### src/rtl/ssd_scan_driver.sv
// ssd_scan_driver: multiplexed multi-digit seven-segment scanner with double-buffered frames and guard time.
// Define SSD_LZ_BLANK_EN to enable leading-zero suppression.
module ssd_scan_driver #(
  parameter int NUM_DIGITS   = 4,
  parameter int REFRESH_DIV  = 50000,
  parameter int GUARD_CYCLES = 16
) (
  input  logic                    clk,
  input  logic                    rst,
  input  logic                    load,
  input  logic [4*NUM_DIGITS-1:0] digits_in,
  input  logic [NUM_DIGITS-1:0]   dash_in,
  input  logic [NUM_DIGITS-1:0]   blank_in,
  input  logic [NUM_DIGITS-1:0]   dp_in,
  output logic                    load_ack,
  output logic [6:0]              segments,
  output logic                    dp_n,
  output logic [NUM_DIGITS-1:0]   digit_en_n,
  output logic                    frame_done
);
  localparam int PW = (REFRESH_DIV > 1) ? $clog2(REFRESH_DIV) : 1;
  localparam int IW = (NUM_DIGITS > 1) ? $clog2(NUM_DIGITS) : 1;
  localparam logic [PW-1:0] PMAX = PW'(REFRESH_DIV - 1);
  localparam logic [PW-1:0] GC   = PW'(GUARD_CYCLES);
  localparam logic [IW-1:0] IMAX = IW'(NUM_DIGITS - 1);
  localparam logic [6:0] HEX [16] = '{7'h3F, 7'h06, 7'h5B, 7'h4F, 7'h66, 7'h6D, 7'h7D, 7'h07,
                                      7'h7F, 7'h67, 7'h77, 7'h7C, 7'h39, 7'h5E, 7'h79, 7'h71};

  logic [PW-1:0]           r_pre;
  logic [IW-1:0]           r_idx;
  logic                    r_pend_valid;
  logic [4*NUM_DIGITS-1:0] r_pend_dig, r_act_dig;
  logic [NUM_DIGITS-1:0]   r_pend_dash, r_pend_blank, r_pend_dp;
  logic [NUM_DIGITS-1:0]   r_act_dash, r_act_blank, r_act_dp;
  logic [6:0]              r_seg;
  logic                    r_dp_n, r_ack, r_fd;
  logic [NUM_DIGITS-1:0]   r_en_n;

  logic                    w_pre_tc, w_wrap, w_xfer, w_sel_blank;
  logic [PW-1:0]           w_pre_nx;
  logic [IW-1:0]           w_idx_nx;
  logic [4*NUM_DIGITS-1:0] w_dig;
  logic [NUM_DIGITS-1:0]   w_dash, w_blank_src, w_dp, w_blank;
  logic [3:0]              w_nib;
  logic [6:0]              w_seg_nx;
  logic                    w_dp_n_nx;
  logic [NUM_DIGITS-1:0]   w_en_n_nx;

  assign w_pre_tc = r_pre == PMAX;
  assign w_wrap   = w_pre_tc && r_idx == IMAX;
  assign w_xfer   = w_wrap && r_pend_valid;
  assign w_pre_nx = w_pre_tc ? '0 : r_pre + 1'b1;
  assign w_idx_nx = w_pre_tc ? (r_idx == IMAX ? '0 : r_idx + 1'b1) : r_idx;

  // Outputs are decoded from the next-cycle state so the new frame's data lands with frame_done.
  assign w_dig       = w_xfer ? r_pend_dig   : r_act_dig;
  assign w_dash      = w_xfer ? r_pend_dash  : r_act_dash;
  assign w_blank_src = w_xfer ? r_pend_blank : r_act_blank;
  assign w_dp        = w_xfer ? r_pend_dp    : r_act_dp;

`ifdef SSD_LZ_BLANK_EN
  logic w_lead;
  always_comb begin
    w_blank = w_blank_src;
    w_lead  = 1'b1;
    for (int i = NUM_DIGITS - 1; i > 0; i--) begin
      w_lead     = w_lead && w_dig[4*i +: 4] == 4'h0 && !w_dash[i] && !w_dp[i];
      w_blank[i] = w_blank[i] | w_lead;
    end
  end
`else
  assign w_blank = w_blank_src;
`endif

  assign w_nib       = w_dig[{w_idx_nx, 2'b00} +: 4];
  assign w_sel_blank = w_blank[w_idx_nx];
  assign w_seg_nx    = w_sel_blank ? 7'h7F : w_dash[w_idx_nx] ? 7'h3F : ~HEX[w_nib];
  assign w_dp_n_nx   = w_sel_blank | ~w_dp[w_idx_nx];
  assign w_en_n_nx   = (w_pre_nx < GC) ? '1 : ~(NUM_DIGITS'(1) << w_idx_nx);

  always_ff @(posedge clk) begin
    if (rst) begin
      r_pre        <= '0;
      r_idx        <= '0;
      r_pend_valid <= 1'b0;
      r_pend_dig   <= '0;
      r_pend_dash  <= '0;
      r_pend_blank <= '1;
      r_pend_dp    <= '0;
      r_act_dig    <= '0;
      r_act_dash   <= '0;
      r_act_blank  <= '1;
      r_act_dp     <= '0;
      r_seg        <= 7'h7F;
      r_dp_n       <= 1'b1;
      r_en_n       <= '1;
      r_ack        <= 1'b0;
      r_fd         <= 1'b0;
    end else begin
      r_pre        <= w_pre_nx;
      r_idx        <= w_idx_nx;
      r_pend_valid <= load | (r_pend_valid & ~w_wrap);
      if (load) begin
        r_pend_dig   <= digits_in;
        r_pend_dash  <= dash_in;
        r_pend_blank <= blank_in;
        r_pend_dp    <= dp_in;
      end
      r_act_dig    <= w_dig;
      r_act_dash   <= w_dash;
      r_act_blank  <= w_blank_src;
      r_act_dp     <= w_dp;
      r_seg        <= w_seg_nx;
      r_dp_n       <= w_dp_n_nx;
      r_en_n       <= w_en_n_nx;
      r_ack        <= w_xfer;
      r_fd         <= w_wrap;
    end
  end

  assign segments   = r_seg;
  assign dp_n       = r_dp_n;
  assign digit_en_n = r_en_n;
  assign load_ack   = r_ack;
  assign frame_done = r_fd;
endmodule

### config.mk
export PLATFORM = sky130hd
export DESIGN_NAME = ssd_scan_driver
export DESIGN_NICKNAME = d
export VERILOG_FILES = /design/src/rtl/ssd_scan_driver.sv
export SDC_FILE = /design/constraint.sdc
export NUM_CORES = 1
export LEC_CHECK = 0
export ABC_AREA = 1
export CAP_MARGIN = 0
export CORE_ASPECT_RATIO = 1.4
export CORE_MARGIN = 2
export CORE_UTILIZATION = 55
export CTS_CLUSTER_DIAMETER = 150
export DETAILED_ROUTE_END_ITERATION = 12
export GPL_TIMING_DRIVEN = 1
export PLACE_DENSITY = 0.78
export SETUP_SLACK_MARGIN = 0.4
export SYNTH_ARGS = -nofsm -noshare
export SYNTH_HDL_FRONTEND = slang
export SYNTH_SLANG_ARGS = --single-unit
### constraint.sdc
create_clock -name clk -period 3.05 [get_ports clk]
set_input_delay 0.4575 -clock clk [delete_from_list [all_inputs] [get_ports clk]]
set_output_delay 0.4575 -clock clk [all_outputs]
set_load 0.03 [all_outputs]
**Gate families picked out**

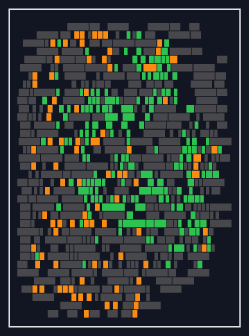
| colour | family | cells |
|---|---|---|
| green | NAND gates | 174 |
| orange | inverting AOI/OAI gates | 86 |
leading cell type in the layout, fill and taps excluded: nand2_1
final cell count without fillers: 695
fraction of area in multi-input gates: 0.404

**Placement by cell class**

Bar = 20 um.
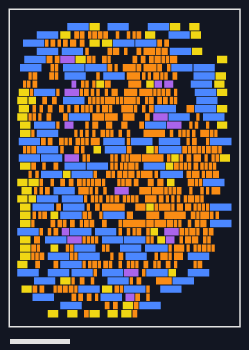
| colour | class | cells |
|---|---|---|
| orange | all other logic | 435 |
| yellow | other buffers and delay cells | 60 |
| purple | clock drivers and dummy loads | 16 |
| blue | flops | 89 |

**Placed standard cells**

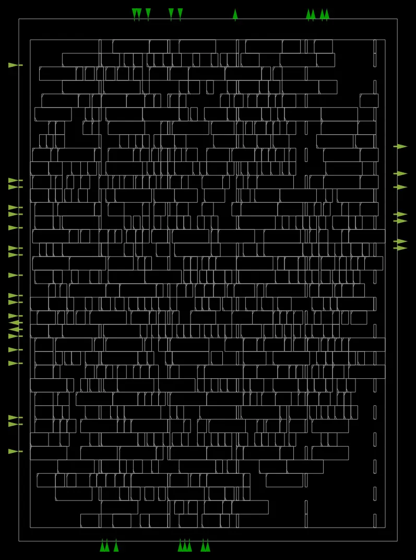
number of core rows: 36
area of the core: 6980 sq um

**Met2 routing**

Cells faint in the background.
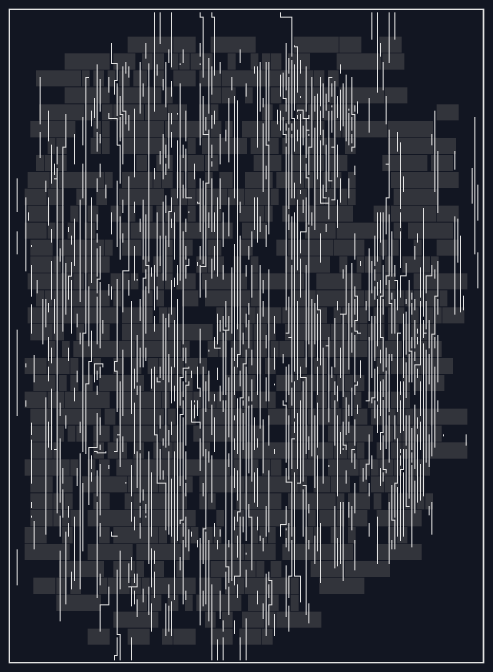
share of all routed wire: 52%
longest straight run: 55.4 um
met2 track demand over resource: 0.415
total routed wirelength: 8900 um
vias: 3,557

-- synthesized netlist by cell type, types with 2 or more instances --
cell type,instances
o211ai_1,2
ha_1,7
nand3_1,37
o21ai_1,7
nor3_1,2
nand2_1,107
a21oi_1,29
nor2_2,4
buf_6,2
nor2_1,82
nand2_4,5
nand3b_1,2
inv_1,53
o21ai_0,44
clkbuf_1,14
nor2_4,4
nand4_1,8
clkinv_1,2
nand3_2,2
xor2_1,4
or2_2,5
nand2_2,10
dfxtp_1,89
nor2_8,3
inv_2,6
-- registers in the layout (all words and copies together) (netlist names) --
name,cells
r_pre,16
r_pend_valid,1
r_pend_blank,4
r_pend_dp,4
digit_en_n,4
r_pend_dig,16
r_act_dp,4
load_ack,1
frame_done,1
r_act_dash,4
r_pend_dash,4
r_act_dig,16
r_act_blank,4
dp_n,1
segments,7
r_idx,2
-- power by group --
part / internal (mW) / switching (mW)
clock network: 0.301 / 0.437
registers: 1.19 / 0.0120
logic: 0.0556 / 0.0599
total: 1.55 / 0.509
-- cell type report --
cell class	count	area (sq um)
Fill cell	602	2150
Multi-Input combinational cell	373	1950
Sequential cell	89	1790
Timing Repair Buffer	60	561
Inverter	62	238
Clock buffer	9	124
Tap cell	95	119
Clock inverter	7	55.1
-- worst reg2reg max path: stages (launching register included) --
cell and delay (ns):
dfxtp_2 0.35, ha_2 0.20, nand3_2 0.12, nor2_4 0.20, buf_4 0.15, nand3_2 0.08, nand2_4 0.17, nor2_8 0.09
nand2_1 0.07, nand2_1 0.09, nor2_4 0.18, inv_2 0.07, ha_1 0.25, nand2_2 0.10, o21ai_0 0.09, nand2_1 0.07
nand3_1 0.08
-- what timing repair did --
item | CTS | global route
pin swaps | 1 | 8
gates cloned | 0 | 1
hold buffers | 0 | 0
resized | 0 | 16
endpoints found under the setup margin | 2 | 7
setup buffers | 0 | 11
-- cell families (layout without fill, tap and decap cells) --
group,after synthesis,in the layout,synth area share
AOI/OAI and AO/OA,86,86,0.113
and+or+nand+nor,275,276,0.330
xor gates and xnor gates,4,4,0.00877
DFF,89,89,0.446
buffers and inverters,80,138,0.0808
adders and majority gates,7,7,0.0219
-- through the flow --
| stage | worst slack (ns) | area [sq um] | util |
|---|---|---|---|
| floorplan | 0.762 | 4000 | - |
| global placement | 0.576 | 4500 | 0.645 |
| detailed placement | 0.408 | 4500 | 0.645 |
| CTS | 0.413 | 4680 | 0.671 |
| global route | 0.386 | 4830 | 0.692 |
| finish | 0.580 | 4830 | 0.692 |
-- final timing paths --
check	from	end	slack, ns	cells past startpoint
worst max-delay path	r_pre[0]	segments[3]	0.58	16
worst min-delay path	r_pre[0]	r_pre[0]	0.42	1
worst max register to register	r_pre[0]	segments[3]	0.58	16
worst min register to register	r_pre[0]	r_pre[0]	0.42	1
-- layer usage --
layer / up-vias / part of all wire / global-route usage
met5: - / 0 / 0
met4: 0 / 0.016 / 0.0909
met3: 13 / 0.040 / 0.0423
met2: 86 / 0.52 / 0.415
met1: 1625 / 0.42 / 0.274
li1: 1833 / - / -
==> impl_metrics.toml <==
# yosys + openroad results
[clocking]
clk_pin_slew_worst_paths_ns = 0.09
ctsHtreeMaxLevel = 3
clockBufferDepth = 2
tritoncts.num_buffers = 9
cts_root_buffer = "clkbuf_8"
numClockSinks = 89
clk_latency_worst_skew_pair_ns = 0.36
tritoncts = "done"

[yosys]
synth_async_sr_flop_share = 0
synth.largest_area_cell = "dfxtp_1"
synth.top_cells.by_area = "dfxtp_1 45%, nand2_1 10%, nor2_1 7.7%, o21ai_0 5.5%, inv_1 5.0%"
synth-area-yosys_sq_um = 4000
yosysUniqueCellTypes = 36
syn-instance-count = 541
synthDominantCellAreaShare = 0.446
synth_flop_count = 89
enable_flop_cells = 0
syn-mean-instance-area_sq_um = 7.38
yosys_warnings = 0
floorplan.nets = 579
ys_seq_frac = 0.446
synth_area_sq_um = 4000
flop_cell = "dfxtp_1"
synth-cells-yosys = 541

[power]
power.static_leakage_nw = 2.08
peakVddDrop_uv = 352
total_power_consumption_mw = 2.06
power.density_cell_area_nw_per_um2 = 426

[route]
firstDrtPassIters = 5
drt-vias-per-instance = 5.12
drc_marker_count_from_the_first_detailed_route_iteration = 239
wl_per_cell_um = 12.8
final_antenna_net_count = 0
count_of_unresolved_drc_violations_after_routing = 0

[critical_path]
critical-path-max-stage-delay_ns = 0.35
crit_slowest_cell = "dfxtp_2"
worst_setup_path_end_kind = "register"
critPathMostFrequentCell = "nand2_1"
cp.arrival_ns = 2.71
critPathKind = "reg2reg"
critical_path.top_delay_family = "simple AND/OR/NAND/NOR gates"
worst_setup_path_start_kind = "register"
timing.critical_path.cells = "ha_2, nand3_2, nor2_4, buf_4, nand3_2, nand2_4, nor2_8, nand2_1, nand2_1, nor2_4, inv_2, ha_1, nand2_2, o21ai_0, nand2_1, nand3_1"
path_max_fanout = 8
path_buffers = 2
worst_ep_required_time_ns = 3.29

[job]
openroad.warnings = 30
max_cap_violations = 0

[die]
initial_core_utilization = 0.572
dieHeight_um = 105
design.portCount = 45
die_area_sq_um = 7970
die_width_um = 76.0

[place]
io_buffers = 44
finalWeightedCongestion = 0.931
place_inst = 667
hpwl_detailed_um = 6370

[timing]
timing.final.crit_period_ns = 2.47
timing.slew.headroom = 0.483
number_of_endpoints_with_negative_hold_slack_in_the_final_report = 0
finalClockPeriodUsage = 0.810
rsz0062_at_grt = "false"
final-setup-viol-count = 0
timing.fmax_ghz = 0.405
hold_ws_ns = 0.423
worst_pin_slew_ns = 0.775
finalMaxSlewViolations = 0
skew_ns = 0.0118
tns_ns = 0

[global_routing]
number_of_global_route_vias_before_repair = 3354
gr-usage-all-layers = 0.232
first_pass_grt_wire_length_um = 15000
grt_max_degree = 50
antenna_found_initial = 0
grt-ovfl-total = 0

[final_layout]
area.growth.synth_to_final_pct = 20.9
layout-drive-gt1-share = 0.145
final_layout_top_logic_cells = "105 x nand2_1, 86 x dfxtp_1, 80 x nor2_1"
num_antenna_cells = 0
nets = 633

[outcome]
outcome = "finished, final reports clean"

[hold_path]
hold_path.class = "reg2reg"
No activity file was given, so power comes from the tool's default toggle rates.
